Fig. 1: run 1, routed clock nets over the placement
Scale: 3 px per µm.
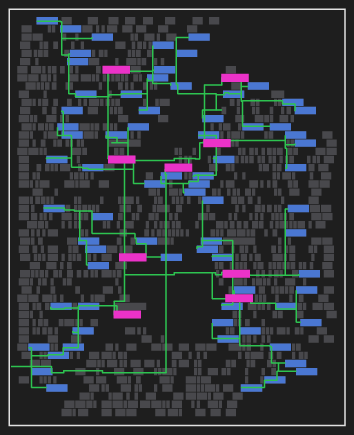
Fig. 2: run 1, routed metal per tile
Scale: 3 px per µm. 22 x 28 tiles, from white (low) to dark blue (high), scaled to the fullest tile. Values are wire area over tile area, all layers added.
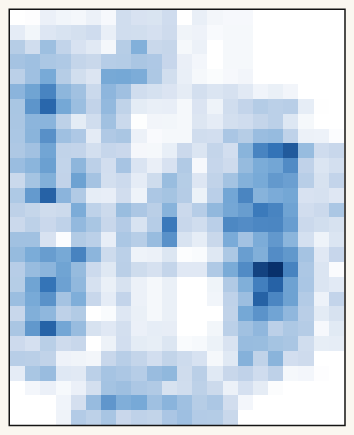
Fig. 3: run 1, wires at chosen ports, followed through buffers
Scale: 3 px per µm.
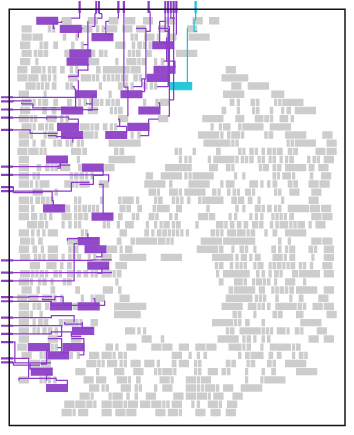
Fig. 4: run 1, track usage over the die
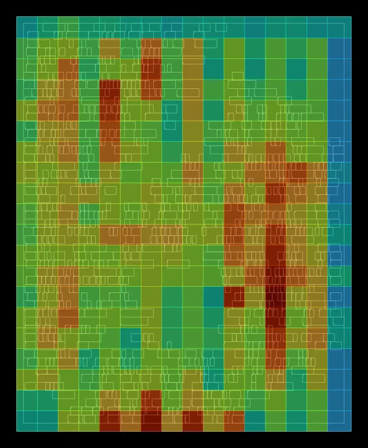
==> config.mk <==
export PLATFORM = sky130hd
export DESIGN_NAME = riscv_test_monitor
export DESIGN_NICKNAME = d
export VERILOG_FILES = /design/src/rtl/riscv_test_monitor.sv
export SDC_FILE = /design/constraint.sdc
export NUM_CORES = 1
export LEC_CHECK = 0
export ABC_AREA = 1
export CAP_MARGIN = 10
export CORE_ASPECT_RATIO = 1.25
export CORE_MARGIN = 2
export CORE_UTILIZATION = 30
export DETAILED_ROUTE_END_ITERATION = 7
export PLACE_DENSITY = 0.66
export SETUP_SLACK_MARGIN = 0.05
export SLEW_MARGIN = 0
export SYNTH_ARGS = -nofsm -noshare
export SYNTH_HDL_FRONTEND = slang
export SYNTH_SLANG_ARGS = --single-unit
export TNS_END_PERCENT = 30
==> constraint.sdc <==
create_clock -name clk -period 3.2 [get_ports clk]
set_input_delay 0.32 -clock clk [delete_from_list [all_inputs] [get_ports clk]]
set_output_delay 0.32 -clock clk [all_outputs]
set_load 0.01 [all_outputs]
==> COMMIT_EDITMSG, run 1 <==
Store results of the implementation flow

* Area growth, synth to finish: 56.31%
- Delay of the slowest critical-path stage: 570 ps
- Registers: 73
- Pins over their slew limit in the final report were tallied at 0.
* P_sw: 0.0004952 W
- In this run the mean area of a mapped cell was 6.048 µm².
- The clock passes through at most 2 buffers.
- Subtracting the final worst setup slack from the clock period gives 2527 ps.
- The timing report shows that the slowest cell on the worst path is sky130_fd_sc_hd__clkdlybuf4s50_1.
* Worst Setup End Kind: register
- Setup slack on the worst flop-to-flop path: 760 ps
- Post-synth EDFFs: 0
* Max-capacitance violation count: 0
* Mi-comb count: 545
- From left edge to right edge, the die measures 111.4 µm.
- Post-synth top area share: 33.80%
- Per the GRT log, the top usage layer is met2.
- Tapcells: 178
* Sequential group power: 0.000918 W
- Outcome: completed
Notes on Fig. 1 above:
- clock wires: green (length 1110 µm)
- flip-flops: blue (count 73)
- clock drivers: magenta (count 9)
- flops lie: spread over the die
- routed clock nets: 10
insertion delay at the late pin of the worst-skew pair: 330 ps
power drawn by the clock network: 0.00114 W
part of the total power dissipated in the clock network: 48.7%
final setup skew: 6.772 ps

Notes on Fig. 2 above:
- emptiest ninth of the die: north-east
- densest ninth of the die: east
- fullest tile: 0.63
- nearly empty tiles: 14%
vias after detailed routing: 5037
All-Layer GR Usage: 18.81%
Total Routed Length: 14310 µm

Notes on Fig. 3 above:
- `passed`: cyan (bits 1; direction output; edge north; end cells 1; buffers 1; wire 28.0 µm)
- `test_num`: purple (bits 31; direction output; edge 20 west, 11 north; end cells 31; buffers 31; wire 984 µm)
number of placed I/O pins: 201
count of port buffers added during placement: 198

Notes on Fig. 4 above:
post-layout utilization of the core: 47.52%
drt wl/cell: 13.18 µm
GR Layer Usage met3: 5.962%

-- run 1: synthesized netlist by cell type, types with 2 or more instances --
cell                       number
sky130_fd_sc_hd__o21ai_0       57
sky130_fd_sc_hd__clkbuf_1       9
sky130_fd_sc_hd__dfxtp_1       73
sky130_fd_sc_hd__ha_1           2
sky130_fd_sc_hd__nand3_1       20
sky130_fd_sc_hd__nor3_1        21
sky130_fd_sc_hd__and3_1         2
sky130_fd_sc_hd__nand2_1      166
sky130_fd_sc_hd__inv_1         69
sky130_fd_sc_hd__nor2_2         2
sky130_fd_sc_hd__nor2_1       183
sky130_fd_sc_hd__nor4_1         4
sky130_fd_sc_hd__a21oi_1       21
sky130_fd_sc_hd__nand4_1       16
sky130_fd_sc_hd__xor2_1        14
sky130_fd_sc_hd__a211oi_1       2
sky130_fd_sc_hd__and2_1         2
sky130_fd_sc_hd__nand3b_1       2
sky130_fd_sc_hd__o21ai_1       18
sky130_fd_sc_hd__buf_2          9
sky130_fd_sc_hd__inv_2          3
sky130_fd_sc_hd__buf_6          4
-- run 1: cell families (layout without fill, tap and decap cells) --
logic type               Yosys count  after routing  share of synthesized area, %
AND-OR/OR-AND                    101            101                         11.98
XOR/XNOR                          15             15                         3.038
adder cells (fa/ha/maj)            2              2                        0.5786
buffers and inverters             97            290                         9.432
flip-flops                        73             73                         33.80
AND/OR/NAND/NOR                  427            427                         41.17
-- run 1: stage by stage --
stage	utilization, %	hold slack [ps]	total power [W]	area, µm²
floorplan	-	500.5	0.001028	4324
global placement	45.18	460.9	0.001220	6426
detailed placement	45.18	469.3	0.001221	6426
CTS	47.52	482.7	0.002379	6759
global route	47.52	501.9	0.002433	6759
finish	47.52	476.5	0.002340	6759
## Run 2: what changed since run 1
Clock period 3.2 ns to 2.57 ns, I/O delays scaled along.
Fig. 5: run 2, selected gate families
Scale: 3 px per µm.
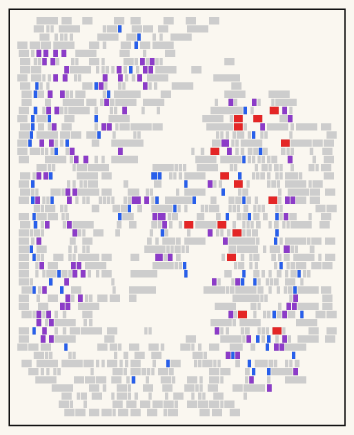
- aoi and oai cells: purple (cells 101; where spread over the die)
- inv cells: blue (cells 73; where spread over the die)
- xor and xnor cells: red (cells 15)
most numerous logic cell after layout: sky130_fd_sc_hd__clkdlybuf4s50_1
Post-Layout Cell Count: 1091

Fig. 6: run 2, track usage over the die
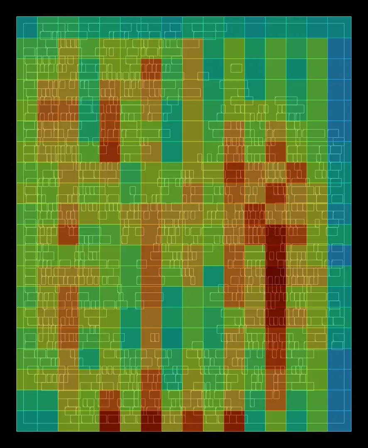
All-Layer GR Usage: 18.68%
met1 usage: 20.45%
GR Layer Usage met3: 5.217%
post-layout utilization of the core: 47.69%
Most Used Layer, Global Route: met2

==> COMMIT_EDITMSG, run 2 <==
Store results of the implementation flow

* Cell types with the highest counts after synthesis: sky130_fd_sc_hd__nor2_1 (183), sky130_fd_sc_hd__nand2_1 (166), sky130_fd_sc_hd__dfxtp_1 (73)
* Total Routed Length: 14260 µm
- For reference, full adder, half adder and majority cells occupy 0.5787% of the area reported after synthesis.
- The post-synth count of flops with an enable pin is 0.
* Bufs on Longest Clock Path: 2
- Syn_area_per_cell: 6.048 µm²
- Drt wl/cell: 13.07 µm
- On the critical path, the stage with the largest delay is an instance of sky130_fd_sc_hd__dfxtp_1.
* Max-capacitance violation count: 0
- Final-report max-slew violation count: 0
- Maximum clock rate: 445.3 MHz
- AND-OR/OR-AND Cells, Area Fraction: 11.98%
- Pin placement for this block handled 201 I/O pins.
- Per the OpenROAD floorplan log, the width of the die is 111.4 µm.
* Count of port buffers added during placement: 198
* Critical path, cell by cell: ha_1 -> nand3_1 -> o21ai_0 -> nand2_1 -> nor2_2 -> nand3_1 -> nand2_2 -> nand2_4 -> buf_4 -> o21ai_0 -> nor2_1
* Final setup skew: 6.581 ps
- The flow ran to the end, and the final reports show no timing, DRC or antenna violations.
* Vias after detailed routing: 5026
* Most frequently used cell type in the post-synthesis netlist: sky130_fd_sc_hd__nor2_1
- Share of synthesized area spent on multiplexers: 0%
- The flow measured a signed area growth from synthesis to layout of 56.86%.
- Layout Cell Area excl Fill: 6783 µm²
* Delay of the slowest critical-path stage: 410 ps
- Entering global routing, the biggest net connects 33 pins.
- The synthesized netlist devotes 3.038% of its cell area to XOR and XNOR gates.
- The placed instances occupy a cell area of 6464 µm².
* Main logic family: simple AND/OR/NAND/NOR gates
- In this run, the synthesized area fraction spent on and/or/nand/nor cells is recorded as 41.17%.
- The register with the most flip-flops in the layout has 32 of them.
- The worst setup path is captured at a register.
- Startpoint type of the worst setup path: register
* Setup slack on the worst flop-to-flop path: 320 ps
* Insertion delay at the late pin of the worst-skew pair: 330 ps
- The synthesized design devotes to its leading area cell type 33.80% of total area.
Fig. 7: run 2, wires at chosen ports, followed through buffers
Scale: 3 px per µm.
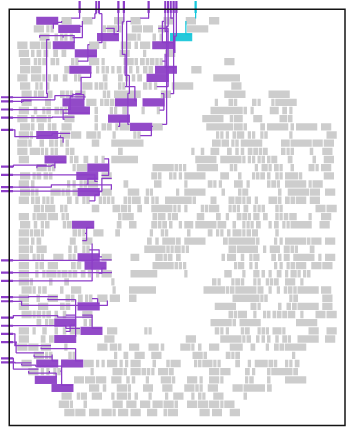
- `passed`: cyan (bits 1; direction output; edge north; end cells 1; buffers 1; wire 8.80 µm)
- `test_num`: purple (bits 31; direction output; edge 20 west, 11 north; end cells 31; buffers 31; wire 1020 µm)

run 2: cell counts after synthesis:
Identical to the previous run, type by type.
run 2: where the power goes:
part | internal [W] | total, W | switching [W]
Clock | 0.000849 | 0.00134 | 0.000494
Sequential | 0.00114 | 0.00114 | 0.00000628
Combinational | 0.000222 | 0.000352 | 0.000129
run 2: logic make-up (layout without fill, tap and decap cells):
group,after synthesis,count (layout)
compound gates,101,101
xor+xnor,15,15
fa+ha+maj,2,2
buf+inv,97,295
flops,73,73
simple gates,427,427
run 2: metal layers:
layer / vias up / track usage (%) / share of wire (%)
met5: - / 0 / 0
met1: 2168 / 20.45 / 38
met2: 171 / 33.41 / 51
met4: 0 / 8.447 / 3.3
li1: 2654 / - / -
met3: 33 / 5.217 / 7.8
run 2: stage by stage:
step	power, W	util [%]	std cells	hold slack (ps)
after floorplan	0.001279	-	715	497.6
after global placement	0.001521	45.44	1076	460.4
after detailed placement	0.001523	45.44	1076	473.0
after CTS	0.002883	47.68	1091	483.7
after global routing	0.002952	47.69	1091	505.9
final	0.002838	47.69	1091	477.7
run 2: tightest hold or removal path, stage by stage (launching register included):
cell                      delay, ps
sky130_fd_sc_hd__dfxtp_1        320
sky130_fd_sc_hd__nor2_1          50
sky130_fd_sc_hd__nor2_1          80
run 2: final cells by class:
| type | count | share of cell area, % |
|---|---|---|
| well taps | 178 | 3.284 |
| repair buffers | 207 | 30.22 |
| clock buffers | 9 | 3.320 |
| inverters | 73 | 4.077 |
| multi-input cells | 545 | 36.19 |
| flip-flops and latches | 73 | 21.55 |
| clock inverters | 6 | 1.365 |
Power is estimated from default activity; no workload was simulated.
